File: src/rtl/uart_tx_frame_sequencer.sv
// -----------------------------------------------------------------------------
// uart_tx_frame_sequencer
//
// UART transmit frame engine. It accepts one payload word through a
// valid/ready handshake and serialises it as a complete frame:
//   start bit, N data bits (LSB first), optional parity bit, 1 or 2 stop bits.
// The frame advances one bit per baud_tick. The serial line is driven from a
// register, so it changes in the cycle after the tick edge.
//
// The data length, parity mode and stop-bit count are sampled when a frame is
// accepted. The frame in flight uses only those sampled values.
//
// Parameters
//   MAX_DATA_BITS : largest data length supported (legal range 5..9)
//   SEL_W         : width of bit_index (must hold 1+MAX_DATA_BITS+1+2-1)
//   IDLE_LEVEL    : line level when idle and during stop bits; the start bit
//                   uses the inverse level
//
// Ports
//   clk, rst       : clock; synchronous active-high reset
//   baud_tick      : one-cycle pulse at the end of each bit period
//   cfg_data_bits  : data bits per frame, clamped to 5..MAX_DATA_BITS
//   cfg_parity     : 00 none, 01 even, 10 odd, 11 mark (constant 1)
//   cfg_stop2      : 0 = one stop bit, 1 = two stop bits
//   tx_valid       : tx_data holds a word to send
//   tx_data        : payload; bits above the configured length are ignored
//   tx_ready       : high only when idle; a frame is accepted on
//                    tx_valid && tx_ready
//   tx_out         : serial line
//   bit_index      : index of the bit on the line (start = 0, data = 1..N,
//                    parity = N+1 when enabled, then the stop bits; 0 when idle)
//   busy           : a frame is in progress
//   frame_done     : one-cycle pulse as the final stop bit completes
// -----------------------------------------------------------------------------
module uart_tx_frame_sequencer #(
    parameter int   MAX_DATA_BITS = 9,
    parameter int   SEL_W         = 4,
    parameter logic IDLE_LEVEL    = 1'b1
) (
    input  logic                     clk,
    input  logic                     rst,
    input  logic                     baud_tick,
    input  logic [3:0]               cfg_data_bits,
    input  logic [1:0]               cfg_parity,
    input  logic                     cfg_stop2,
    input  logic                     tx_valid,
    input  logic [MAX_DATA_BITS-1:0] tx_data,
    output logic                     tx_ready,
    output logic                     tx_out,
    output logic [SEL_W-1:0]         bit_index,
    output logic                     busy,
    output logic                     frame_done
);

    localparam logic [1:0] PAR_NONE = 2'b00;
    localparam logic [1:0] PAR_ODD  = 2'b10;
    localparam logic [1:0] PAR_MARK = 2'b11;

    typedef enum logic [2:0] {
        S_IDLE,
        S_START,
        S_DATA,
        S_PARITY,
        S_STOP
    } state_t;

    // -------------------------------------------------------------------------
    // Clamp a requested data length into the supported range.
    // -------------------------------------------------------------------------
    function automatic logic [3:0] clamp_len(input logic [3:0] req);
        logic [3:0] len;
        if (req < 4'd5)
            len = 4'd5;
        else if (int'(req) > MAX_DATA_BITS)
            len = 4'(MAX_DATA_BITS);
        else
            len = req;
        return len;
    endfunction

    // -------------------------------------------------------------------------
    // Parity over the first len data bits only. Even parity is the XOR of the
    // transmitted bits. Odd parity is its inverse. Mark parity is a constant 1.
    // In mode "none" the result is never transmitted.
    // -------------------------------------------------------------------------
    function automatic logic calc_parity(input logic [MAX_DATA_BITS-1:0] data,
                                         input logic [3:0]               len,
                                         input logic [1:0]               mode);
        logic acc;
        acc = 1'b0;
        for (int i = 0; i < MAX_DATA_BITS; i++) begin
            if (i < int'(len))
                acc = acc ^ data[i];
        end
        if (mode == PAR_MARK)
            return 1'b1;
        else if (mode == PAR_ODD)
            return ~acc;
        else
            return acc;
    endfunction

    // Control state
    state_t             r_state;
    logic               r_tx_out;
    logic               r_tx_ready;
    logic               r_busy;
    logic               r_frame_done;
    logic [SEL_W-1:0]   r_bit_index;
    logic [3:0]         r_data_cnt;
    logic               r_stop_cnt;

    // Frame data and configuration sampled at accept
    logic [MAX_DATA_BITS-1:0] r_shift;
    logic [3:0]               r_nbits;
    logic [1:0]               r_parity_mode;
    logic                     r_stop2;
    logic                     r_par_bit;

    logic               w_accept;
    logic [3:0]         w_len;
    logic               w_par_bit;

    assign w_accept  = tx_valid & r_tx_ready;
    assign w_len     = clamp_len(cfg_data_bits);
    assign w_par_bit = calc_parity(tx_data, w_len, cfg_parity);

    // -------------------------------------------------------------------------
    // Frame FSM. The registers that hold frame data and the sampled
    // configuration have no reset. They are written only at accept, so their
    // contents are meaningless outside a frame.
    // -------------------------------------------------------------------------
    always_ff @(posedge clk) begin
        if (rst) begin
            r_state      <= S_IDLE;
            r_tx_out     <= IDLE_LEVEL;
            r_tx_ready   <= 1'b1;
            r_busy       <= 1'b0;
            r_frame_done <= 1'b0;
            r_bit_index  <= '0;
            r_data_cnt   <= '0;
            r_stop_cnt   <= 1'b0;
        end else begin
            r_frame_done <= 1'b0;

            case (r_state)
                // A tick in the accept cycle is ignored. The start bit lasts
                // until the next tick, so it may be shorter than one bit period.
                S_IDLE: begin
                    if (w_accept) begin
                        r_state       <= S_START;
                        r_tx_out      <= ~IDLE_LEVEL;
                        r_tx_ready    <= 1'b0;
                        r_busy        <= 1'b1;
                        r_bit_index   <= '0;
                        r_stop_cnt    <= 1'b0;
                        r_shift       <= tx_data;
                        r_nbits       <= w_len;
                        r_parity_mode <= cfg_parity;
                        r_stop2       <= cfg_stop2;
                        r_par_bit     <= w_par_bit;
                    end
                end

                S_START: begin
                    if (baud_tick) begin
                        r_state     <= S_DATA;
                        r_tx_out    <= r_shift[0];
                        r_shift     <= r_shift >> 1;
                        r_data_cnt  <= 4'd1;
                        r_bit_index <= r_bit_index + SEL_W'(1);
                    end
                end

                // r_data_cnt counts the data bits already placed on the line.
                S_DATA: begin
                    if (baud_tick) begin
                        r_bit_index <= r_bit_index + SEL_W'(1);
                        if (r_data_cnt == r_nbits) begin
                            r_stop_cnt <= 1'b0;
                            if (r_parity_mode != PAR_NONE) begin
                                r_state  <= S_PARITY;
                                r_tx_out <= r_par_bit;
                            end else begin
                                r_state  <= S_STOP;
                                r_tx_out <= IDLE_LEVEL;
                            end
                        end else begin
                            r_tx_out   <= r_shift[0];
                            r_shift    <= r_shift >> 1;
                            r_data_cnt <= r_data_cnt + 4'd1;
                        end
                    end
                end

                S_PARITY: begin
                    if (baud_tick) begin
                        r_state     <= S_STOP;
                        r_tx_out    <= IDLE_LEVEL;
                        r_stop_cnt  <= 1'b0;
                        r_bit_index <= r_bit_index + SEL_W'(1);
                    end
                end

                // With two stop bits the first tick only advances bit_index.
                // The line already sits at the stop level.
                S_STOP: begin
                    if (baud_tick) begin
                        if (r_stop2 && !r_stop_cnt) begin
                            r_stop_cnt  <= 1'b1;
                            r_bit_index <= r_bit_index + SEL_W'(1);
                        end else begin
                            r_state      <= S_IDLE;
                            r_tx_out     <= IDLE_LEVEL;
                            r_tx_ready   <= 1'b1;
                            r_busy       <= 1'b0;
                            r_bit_index  <= '0;
                            r_frame_done <= 1'b1;
                        end
                    end
                end

                default: begin
                    r_state    <= S_IDLE;
                    r_tx_out   <= IDLE_LEVEL;
                    r_tx_ready <= 1'b1;
                    r_busy     <= 1'b0;
                    r_bit_index <= '0;
                end
            endcase
        end
    end

    assign tx_ready   = r_tx_ready;
    assign tx_out     = r_tx_out;
    assign bit_index  = r_bit_index;
    assign busy       = r_busy;
    assign frame_done = r_frame_done;

endmodule

File: config.mk
export PLATFORM = sky130hd
export DESIGN_NAME = uart_tx_frame_sequencer
export DESIGN_NICKNAME = d
export VERILOG_FILES = /design/src/rtl/uart_tx_frame_sequencer.sv
export SDC_FILE = /design/constraint.sdc
export NUM_CORES = 1
export LEC_CHECK = 0
export ABC_AREA = 1
export CORE_MARGIN = 5
export CORE_UTILIZATION = 50
export CTS_CLUSTER_SIZE = 20
export DETAILED_ROUTE_END_ITERATION = 8
export GPL_TIMING_DRIVEN = 1
export PLACE_DENSITY = 0.75
export SETUP_SLACK_MARGIN = 0.05
export SLEW_MARGIN = 20
export SYNTH_ARGS = -nofsm -noshare
export SYNTH_HDL_FRONTEND = slang
export SYNTH_SLANG_ARGS = --single-unit
File: constraint.sdc
create_clock -name clk -period 3.4 [get_ports clk]
set_input_delay 0.85 -clock clk [delete_from_list [all_inputs] [get_ports clk]]
set_output_delay 0.85 -clock clk [all_outputs]
set_load 0.005 [all_outputs]
zoom.png
Window x 16 to 56, y 1 to 41 um. Cells in gray, sequential cells in the stronger gray; small squares are vias.
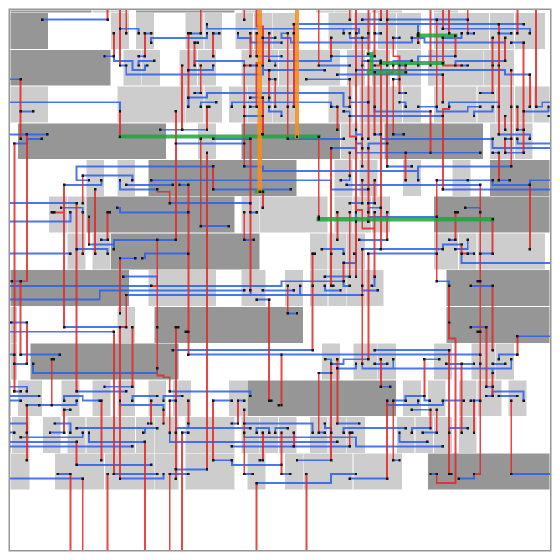
met3: in green. met2: in red. met4: in orange. met1: in blue.
134 logic cells have their middle in the window. Sequential cells in the window: 16. Most frequent: nand2_1 (50), inv_1 (18), edfxtp_1 (13). Netlist names of flops here include r_shift (9), r_nbits (4), r_data_cnt (3).

met3.png
The bar under the picture is 20 um long.
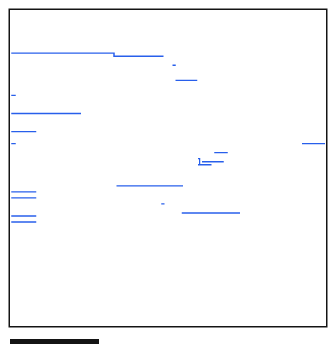
The wires run mostly horizontal. The layer carries 127 um of wire.

final_placement.png
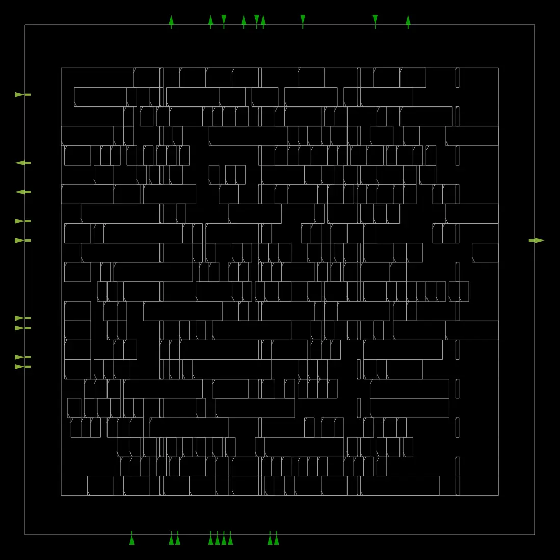
fillcell total: 339
post-route insts no fill: 344
flop share of the area: 36.2%
number of placement rows: 22

metal_stack.png
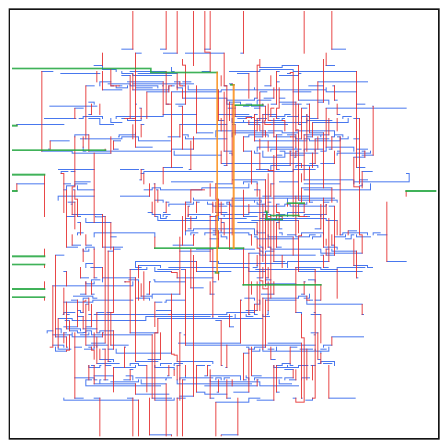
met4: in orange, wire length 60.5 um. met2: in red, wire length 1590 um. met3: in green, wire length 127 um. met1: in blue, wire length 1860 um.

clock_map.png
The bar under the picture is 20 um long.
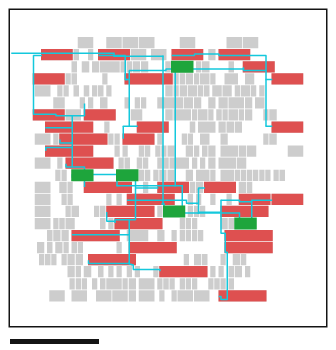
flip-flops: in red, count 33. clock wires: in cyan, length 458 um. cells driving clock nets: in green, count 5.
There are 6 routed clock nets.

==> results.txt <==
yosys + openroad results -> status=complete, no violations, critical path type=in2reg, FFs & Latches=33, Post-Synth Adder-Cell Area=1.33%, CTS tree=built, worst hold start=busy, critical path depth in cells=4, Fin. Hold Viols=0, initial antenna violation count=0, DIE HEIGHT=71.3 um, Yosys reg bits=33, OpenROAD warnings=26, die footprint=0.00508 mm^2, vias per cell=4.76, Post-synth area hogs=edfxtp_1, dfxtp_1, nand2_1, max reg flops=9, cts repair resizes=0, core area=0.00366 mm^2, reg-to-reg startpoint=r_state[1], Buf/Inv on CP=2, clock skew=6.31 ps, Hold Path Class=reg2reg, P_comb=0.000665 W, Gate Area=862 um^2, Cell variety after synth=25, clk ins delay skew pair=280 ps, FP Core Util=51.3%, Commonest flop=edfxtp_1, clk pwr=0.000299 W, Worst Path Required=3340 ps, largest net degree at the start of global routing=19, Max Fanout on Critical Path=13, vias=1636, Top Layout Cells=nand2_1, inv_1, clkdlybuf4s50_1, Syn. warnings=0, Power Dens Cells=694 mW/mm^2, critical path launch point type=primary input, Slew @ Worst Pin=525 ps, DRT iter0 DRCs=121, Die X=71.3 um, Net Switching=0.000623 W, number of remaining DRC errors=0, fmax=0.454 GHz, total negative slack=0 ps, crit path DAT=2150 ps, Avg Inst Size Synth=7.14 um^2, Cells after DPL=336, Complex Gates by Area=8.13%, CTS HTree Levels=2, worst vdd ir=0.354 mV, sequential power=0.000628 W, routed wire length=3640 um, Leak=1.06 nW, number of clock sinks=33, yosys cell count=263, Hold-fix buffers, CTS=0, Setup violations, final=0, fin crit period=2200 ps, crit-path leading delay family=buffers and inverters, vias in the first global route=1490, most frequent logic cell in the layout=nand2_1, Non-clk bufs=28, Root Buffer=clkbuf_8, Crit. End Element=flop, Gate power share=41.8%, first-pass GRT wire length=6370 um, Final period util=64.8%, Synth Cell Area=0.00188 mm^2, Floorplan Nets=285, XORs/XNORs by Area=0.933%, Avg WL per Cell=10.6 um, worst hold endpoint=busy, io pins=28, GR Util met2=23.6%
[worst register-to-register path, delay by kind of cell, from the launching register on]
| family | cells | cell delay (ps) |
|---|---|---|
| DFF | 1 | 400 |
| and+or+nand+nor | 6 | 780 |
| buffers and inverters | 4 | 510 |
[through the flow]
stage	util [%]	hold slack, ps	instance area, um^2	worst slack [ps]	total power, W
6_report	62.6	454	2290	1200	0.00159
5_1_grt	62.6	502	2290	1080	0.00174
4_1_cts	62.6	457	2290	1200	0.00161
3_5_place_dp	60.2	447	2200	894	0.00130
3_3_place_gp	60.2	446	2200	933	0.00129
2_1_floorplan	-	438	1880	1320	0.00112
[layer usage]
metal  vias to the layer above  part of all wire, %
met5                         -                    0
met4                         0                  1.7
met3                         4                  3.5
met2                        24                   44
met1                       722                   51
li1                        886                    -
No activity file was given, so power comes from the tool's default toggle rates.
